### src/rtl/cosine_arbiter.sv
// Two-requester arbiter in front of a single shared cosine engine.
// Round-robin on ties, engine launch/hold/wait sequencing, sticky timeout error.
module cosine_arbiter #(
    parameter int unsigned TIMEOUT = 255
) (
    input  logic       clk,
    input  logic       rst,
    input  logic       req0,
    input  logic       req1,
    input  logic [9:0] x0,
    input  logic [9:0] x1,
    input  logic [7:0] y0,
    input  logic [7:0] y1,
    output logic       ack0,
    output logic       ack1,
    output logic       done0,
    output logic       done1,
    output logic [9:0] res0,
    output logic [9:0] res1,
    output logic       eng_start,
    output logic [9:0] eng_x,
    output logic [7:0] eng_y,
    input  logic       eng_ready,
    input  logic [9:0] eng_result,
    output logic       err
);

    // state  | meaning
    // IDLE   | waiting for a request while the engine reports ready
    // LAUNCH | start pulse and ack to the owner
    // HOLD   | engine drops ready here, so ready is ignored; counter cleared
    // WAIT   | waiting for engine result, bounded by TIMEOUT cycles
    typedef enum logic [1:0] {IDLE, LAUNCH, HOLD, WAIT} state_t;

    localparam logic [15:0] CNT_LAST = 16'(TIMEOUT - 1);

    state_t      state;
    logic        owner;
    logic        last;
    logic [15:0] cnt;
    logic        pick;

    // last=1 after reset so requester 0 wins the first tie
    always_comb begin
        pick = 1'b0;
        if (req0 && req1)
            pick = ~last;
        else if (req1)
            pick = 1'b1;
    end

    always_ff @(posedge clk or negedge rst) begin
        if (!rst) begin
            state     <= IDLE;
            owner     <= 1'b0;
            last      <= 1'b1;
            cnt       <= '0;
            eng_start <= 1'b0;
            ack0      <= 1'b0;
            ack1      <= 1'b0;
            done0     <= 1'b0;
            done1     <= 1'b0;
            res0      <= '0;
            res1      <= '0;
            eng_x     <= '0;
            eng_y     <= '0;
            err       <= 1'b0;
        end else begin
            eng_start <= 1'b0;
            ack0      <= 1'b0;
            ack1      <= 1'b0;
            done0     <= 1'b0;
            done1     <= 1'b0;
            case (state)
                IDLE: begin
                    if (eng_ready && (req0 || req1)) begin
                        owner     <= pick;
                        eng_x     <= pick ? x1 : x0;
                        eng_y     <= pick ? y1 : y0;
                        eng_start <= 1'b1;
                        ack0      <= ~pick;
                        ack1      <= pick;
                        state     <= LAUNCH;
                    end
                end
                LAUNCH: state <= HOLD;
                HOLD: begin
                    cnt   <= '0;
                    state <= WAIT;
                end
                WAIT: begin
                    if (eng_ready) begin
                        if (owner) begin
                            res1  <= eng_result;
                            done1 <= 1'b1;
                        end else begin
                            res0  <= eng_result;
                            done0 <= 1'b1;
                        end
                        last  <= owner;
                        state <= IDLE;
                    end else begin
                        cnt <= cnt + 16'd1;
                        if (cnt == CNT_LAST) begin
                            err   <= 1'b1;
                            last  <= owner;
                            state <= IDLE;
                        end
                    end
                end
                default: state <= IDLE;
            endcase
        end
    end

endmodule

### config.mk
export PLATFORM = sky130hd
export DESIGN_NAME = cosine_arbiter
export DESIGN_NICKNAME = d
export VERILOG_FILES = /design/src/rtl/cosine_arbiter.sv
export SDC_FILE = /design/constraint.sdc
export NUM_CORES = 1
export LEC_CHECK = 0
export CAP_MARGIN = 20
export CORE_ASPECT_RATIO = 1.5
export CORE_UTILIZATION = 50
export CTS_BUF_LIST = sky130_fd_sc_hd__clkbuf_4 sky130_fd_sc_hd__clkbuf_8
export CTS_CLUSTER_SIZE = 8
export DETAILED_ROUTE_END_ITERATION = 12
export PLACE_DENSITY = 0.86
export SLEW_MARGIN = 20
export SYNTH_ARGS = -nofsm -noshare
export SYNTH_HDL_FRONTEND = slang
export SYNTH_SLANG_ARGS = --single-unit
### constraint.sdc
create_clock -name clk -period 2.5 [get_ports clk]
set_input_delay 0.5 -clock clk [delete_from_list [all_inputs] [get_ports clk]]
set_output_delay 0.5 -clock clk [all_outputs]
set_load 0.005 [all_outputs]
Fig. 1: run 1, routing congestion
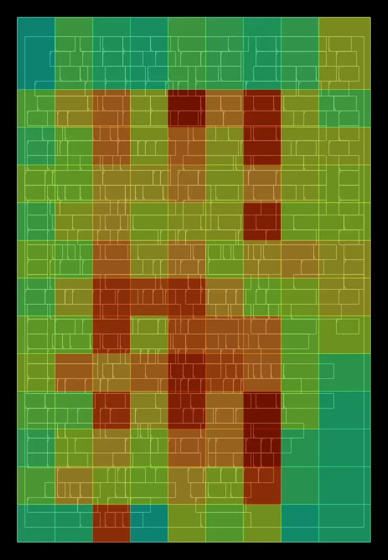
GRT Util Overall: 24.2%
met2 usage: 42.1%
Most Crowded Layer GR: met2
detailed-route wire length per cell: 15.9 um
met1 Usage GRT: 26.2%

Fig. 2: run 1, register map, names as in the netlist
Other sequential cells in the stronger gray, the rest of the logic in the fainter gray.
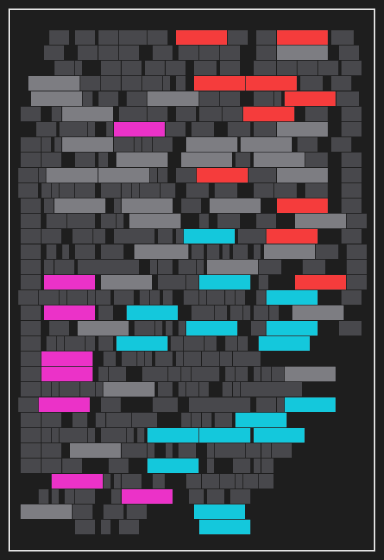
name in the netlist	color	flops
res0	red	10
eng_y	magenta	8
cnt	cyan	16
not colored	30

Fig. 3: run 1, met1 routing
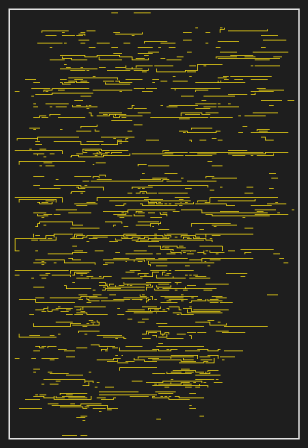
share of all routed wire	36%
longest straight run	16.6 um
nets with wire on the layer	351
wire length on this layer	2520 um

==> ci_impl_report.md, run 1 <==
### Metrics collected by this job

| Metric | Value |
|---|---|
| Outcome | finished clean |
| # clk buffers | 11 |
| Comb. pwr | 1.52 mW |
| Logic area | 1250 um^2 |
| Worst IR drop on VDD | 0.000620 V |
| Global-route wire length before repair | 11200 um |
| Measured slew at the worst slew-check pin | 0.652 ns |
| Placed cell count | 420 |
| Clock-cell share | 5.93% |
| Layout Cells excl Fill | 436 |
| DP HPWL | 5170 um |
| FMAX | 0.501 GHz |
| Grt total ovfl | 0 |
| Setup slack, reg-to-reg | 0.54 ns |
| Cell-internal power | 3.00 mW |
| Power Total | 4.20 mW |
| Flops & latches, synth | 64 |
| Leading cell kind | registers |
| Slowest CP cell | clkdlybuf4s50_1 |
| Clock buffer depth | 2 |
| Commonest cells in the netlist | dfrtp_1, nand2_1, o21ai_0 |
| Min Hold Slack | 0.179 ns |
| Worst Skew | 0.00850 ns |
| Vias per cell | 5.57 |
| Worst path cell trace | clkdlybuf4s50_1 -> nand4b_1 -> or2_1 -> nor4_1 -> mux2i_1 |
| CP Capture Point | cnt[15] |
| Non-clock buffer count | 100 |
| Critical Path Sink Type | flop |
| DRC | 0 |
| Share of cells above drive strength 1 | 13.7% |
| H-tree depth | 3 |
| Power Dens Cells | 996 nW/um^2 |
| Most frequent logic cell in the layout | clkdlybuf4s50_1 |
| Post-synth top flop | dfrtp_1 |
| Final setup vio count | 0 |
| Worst-path clk slew | 0.07 ns |
| Post-synth ARST share | 100% |
| Pre-Repair DR Iteration Count | 4 |
| Seq share, synth | 54.4% |
| Tool warnings | 30 |
| Crit path kind | primary input to flop |
| Met3 usage | 6.28% |
| EDFF count, synth | 0 |
| FP Core Util | 52.8% |
| Die Span Y | 96 um |
| Hold_buf cts | 0 |
| Max reg flops | 16 |
| Buf+Inv Stages, Crit Path | 1 |
| Register area | 1600 um^2 |
| Root Buffer | clkbuf_8 |
| Final nets | 418 |
| Top reg by flops | cnt |
| Xor-xnor portion of the synthesized cell area | 0.595% |
| Post-route worst setup slack | 0.505 ns |
| # rows | 33 |
| Critical Path Stages | 5 |
| Top cell family by delay on the critical path | simple AND/OR/NAND/NOR gates |
| Final Util | 75.7% |
| Routed wl met2 | 3870 um |
| Chip Area, Yosys | 2950 um^2 |
| Leakage power | 1.84 nW |
| M1 WL | 2520 um |
| Routed wl met3 | 355 um |
| Top pwr grp | registers |
| Multi-input gates | 177 |
| Rel. slew slack | 56.5% |
| Worst EP required | 2.76 ns |
| TNS Setup | 0 ns |
| Clock share of power | 26.1% |
| Ao+oa area frac | 10.8% |
| Fillers | 367 |
| Non-clk invs | 9 |
| Ys Warns | 0 |
| Tap Cells | 70 |
| Num CTS Buffers | 9 |
| Final Critical Period | 1.99 ns |
| Largest type area fraction | 53.5% |
| Worst reg2reg startpoint | state[1] |
| Top area cell types | dfrtp_1, mux2_2, mux2i_1, o21ai_0, nand2_1 |
| Syn-to-layout area delta | 43.3% |
| Count leader, synth | dfrtp_1 |
| Post-route ant nets | 0 |
| Post-CTS sizing | 0 |
| RSZ-0062 raised after global routing | false |
| # diodes | 0 |
| Largest net degree at the start of global routing | 30 |
| Vias in the first global route | 2438 |
| Post-CTS Setup Bufs | 0 |
| Worst r2r path cells | 5 |
| P_clk | 1.10 mW |
| Gate power share | 36.3% |
| Cells in synth_stat.txt | 262 |
| Floorplan Nets | 319 |
| Die Span X | 64.7 um |
| Peak fanout along the critical path | 12 |
| Place WS | 0.198 ns |
| Final period util | 79.8% |
| Dominant kind of combinational cell | multiplexers |
| Uppermost layer routed | met4 |
| Top cells excl fill/tap | clkdlybuf4s50_1, dfrtp_1, nand2_1, o21ai_0, mux2i_1 |
| Cell accounting for the most synthesized area | dfrtp_1 |
| Simple-Gate Fraction of Synth Area | 13.4% |
| Adder Area Share | 2.55% |
| Layout non-clock buf frac | 23.5% |
| DRT iter0 DRCs | 108 |
| Sw frac | 28.7% |
| Core box area | 5570 um^2 |
| Crit path launch | eng_ready |
| Sink Count | 64 |
| CTS tree | yes |
| Final tally of hold violations | 0 |
| Initial antenna violation count | 0 |
| Power share of the sequential group | 37.6% |
| Flops | 64 |
| Mean Syn Cell Area | 11.2 um^2 |
| Top Ports | 95 |
| Hold WC Path Type | primary input to asynchronous set/reset pin |
| CP peak stage delay | 0.63 ns |
| Worst setup SP type | primary input |
| Fin area | 4220 um^2 |
| Worst Path Arrival | 2.26 ns |
| IO Port Bufs | 94 |
| Placed cell areas | 3970 um^2 |
| Sw power | 1.21 mW |
| Fraction of area in multi-input gates | 29.7% |
| Flop share of the area | 38.0% |
| Mux area share | 15.1% |
| Detailed Route WL | 6950 um |
| Die area | 6210 um^2 |
| Final Wtd Congestion | 0.900 |
| Via count | 2427 |
| Seq. pwr | 1.58 mW |
| Worst skew pair latency | 0.35 ns |
| Maxcap violations | 0 |
| Netlist cell types | 44 |
| Mapped Area | 2950 um^2 |
| R2R Path End | cnt[14] |
| Final Max Slew Viols | 0 |
==> run 2: changes to the inputs <==
--- a/config.mk
+++ b/config.mk
@@ -7,11 +7,11 @@
 export LEC_CHECK = 0
 export CAP_MARGIN = 20
 export CORE_ASPECT_RATIO = 1.5
-export CORE_UTILIZATION = 50
+export CORE_UTILIZATION = 48
 export CTS_BUF_LIST = sky130_fd_sc_hd__clkbuf_4 sky130_fd_sc_hd__clkbuf_8
 export CTS_CLUSTER_SIZE = 8
 export DETAILED_ROUTE_END_ITERATION = 12
-export PLACE_DENSITY = 0.86
+export PLACE_DENSITY = 0.83
 export SLEW_MARGIN = 20
 export SYNTH_ARGS = -nofsm -noshare
 export SYNTH_HDL_FRONTEND = slang
==> constraint.sdc (replaced) <==
create_clock -name clk -period 2 [get_ports clk]
set_input_delay 0.4 -clock clk [delete_from_list [all_inputs] [get_ports clk]]
set_output_delay 0.4 -clock clk [all_outputs]
set_load 0.005 [all_outputs]
==> ci_impl_report.md, run 2 <==
### Metrics collected by this job

| Metric | Value |
|---|---|
| Outcome | finished clean |
| Sink Count | 64 |
| Multi-input gates | 177 |
| Non-clock buffer count | 106 |
| Buf+Inv Stages, Crit Path | 1 |
| Ao+oa area frac | 10.8% |
| Final Max Slew Viols | 0 |
| Die Span X | 66.0 um |
| Largest type area fraction | 53.5% |
| Most Crowded Layer GR | met2 |
| Mux area share | 15.1% |
| Global-route wire length before repair | 11900 um |
| Worst IR drop on VDD | 0.000803 V |
| # diodes | 0 |
| Max reg flops | 16 |
| CTS tree | yes |
| Ys Warns | 0 |
| Rel. slew slack | 65.9% |
| Layout non-clock buf frac | 25.0% |
| EDFF count, synth | 0 |
| Vias in the first global route | 2591 |
| Fin area | 4250 um^2 |
| Final period util | 90.7% |
| FP Core Util | 50.2% |
| Post-synth top flop | dfrtp_1 |
| Power share of the sequential group | 38.8% |
| Xor-xnor portion of the synthesized cell area | 0.595% |
| Clock share of power | 22.2% |
| Final Util | 72.4% |
| CP Capture Point | state[1] |
| Measured slew at the worst slew-check pin | 0.511 ns |
| Crit path launch | cnt[0] |
| Clock buffer depth | 2 |
| Flops & latches, synth | 64 |
| Seq. pwr | 1.97 mW |
| Routed wl met3 | 340 um |
| CP peak stage delay | 0.43 ns |
| Via count | 2466 |
| TNS Setup | 0 ns |
| Worst path cell trace | inv_1 -> ha_1 -> nor4b_2 -> nand3_1 -> o311ai_1 -> o21ai_0 |
| Routed wl met2 | 3800 um |
| Mean Syn Cell Area | 11.2 um^2 |
| Fillers | 406 |
| H-tree depth | 3 |
| Final setup vio count | 0 |
| Num CTS Buffers | 9 |
| Maxcap violations | 0 |
| Top cell family by delay on the critical path | simple AND/OR/NAND/NOR gates |
| Mapped Area | 2950 um^2 |
| Seq share, synth | 54.4% |
| Tool warnings | 30 |
| Tap Cells | 72 |
| Syn-to-layout area delta | 44.4% |
| Commonest cells in the netlist | dfrtp_1, nand2_1, o21ai_0 |
| M1 WL | 2530 um |
| Vias per cell | 5.55 |
| Initial antenna violation count | 0 |
| Uppermost layer routed | met4 |
| P_clk | 1.13 mW |
| Grt total ovfl | 0 |
| Hold WC Path Type | primary input to asynchronous set/reset pin |
| Leakage power | 1.86 nW |
Fig. 4: run 2, nets reached from selected ports
Scale bar: 20 um.
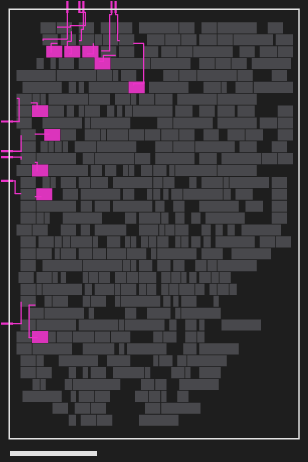
port	color	direction	edge	end cells	wire
x1	magenta	input	5 left, 5 top	10	132 um

Fig. 5: run 2, routing congestion
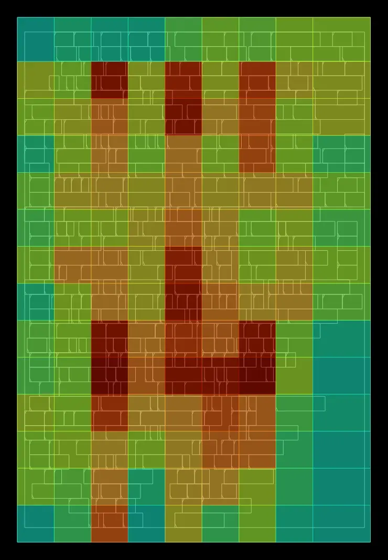
met3 usage: 5.61%
detailed-route wire length per cell: 15.6 um
met1 Usage GRT: 26.7%

No activity file was given, so power comes from the tool's default toggle rates.
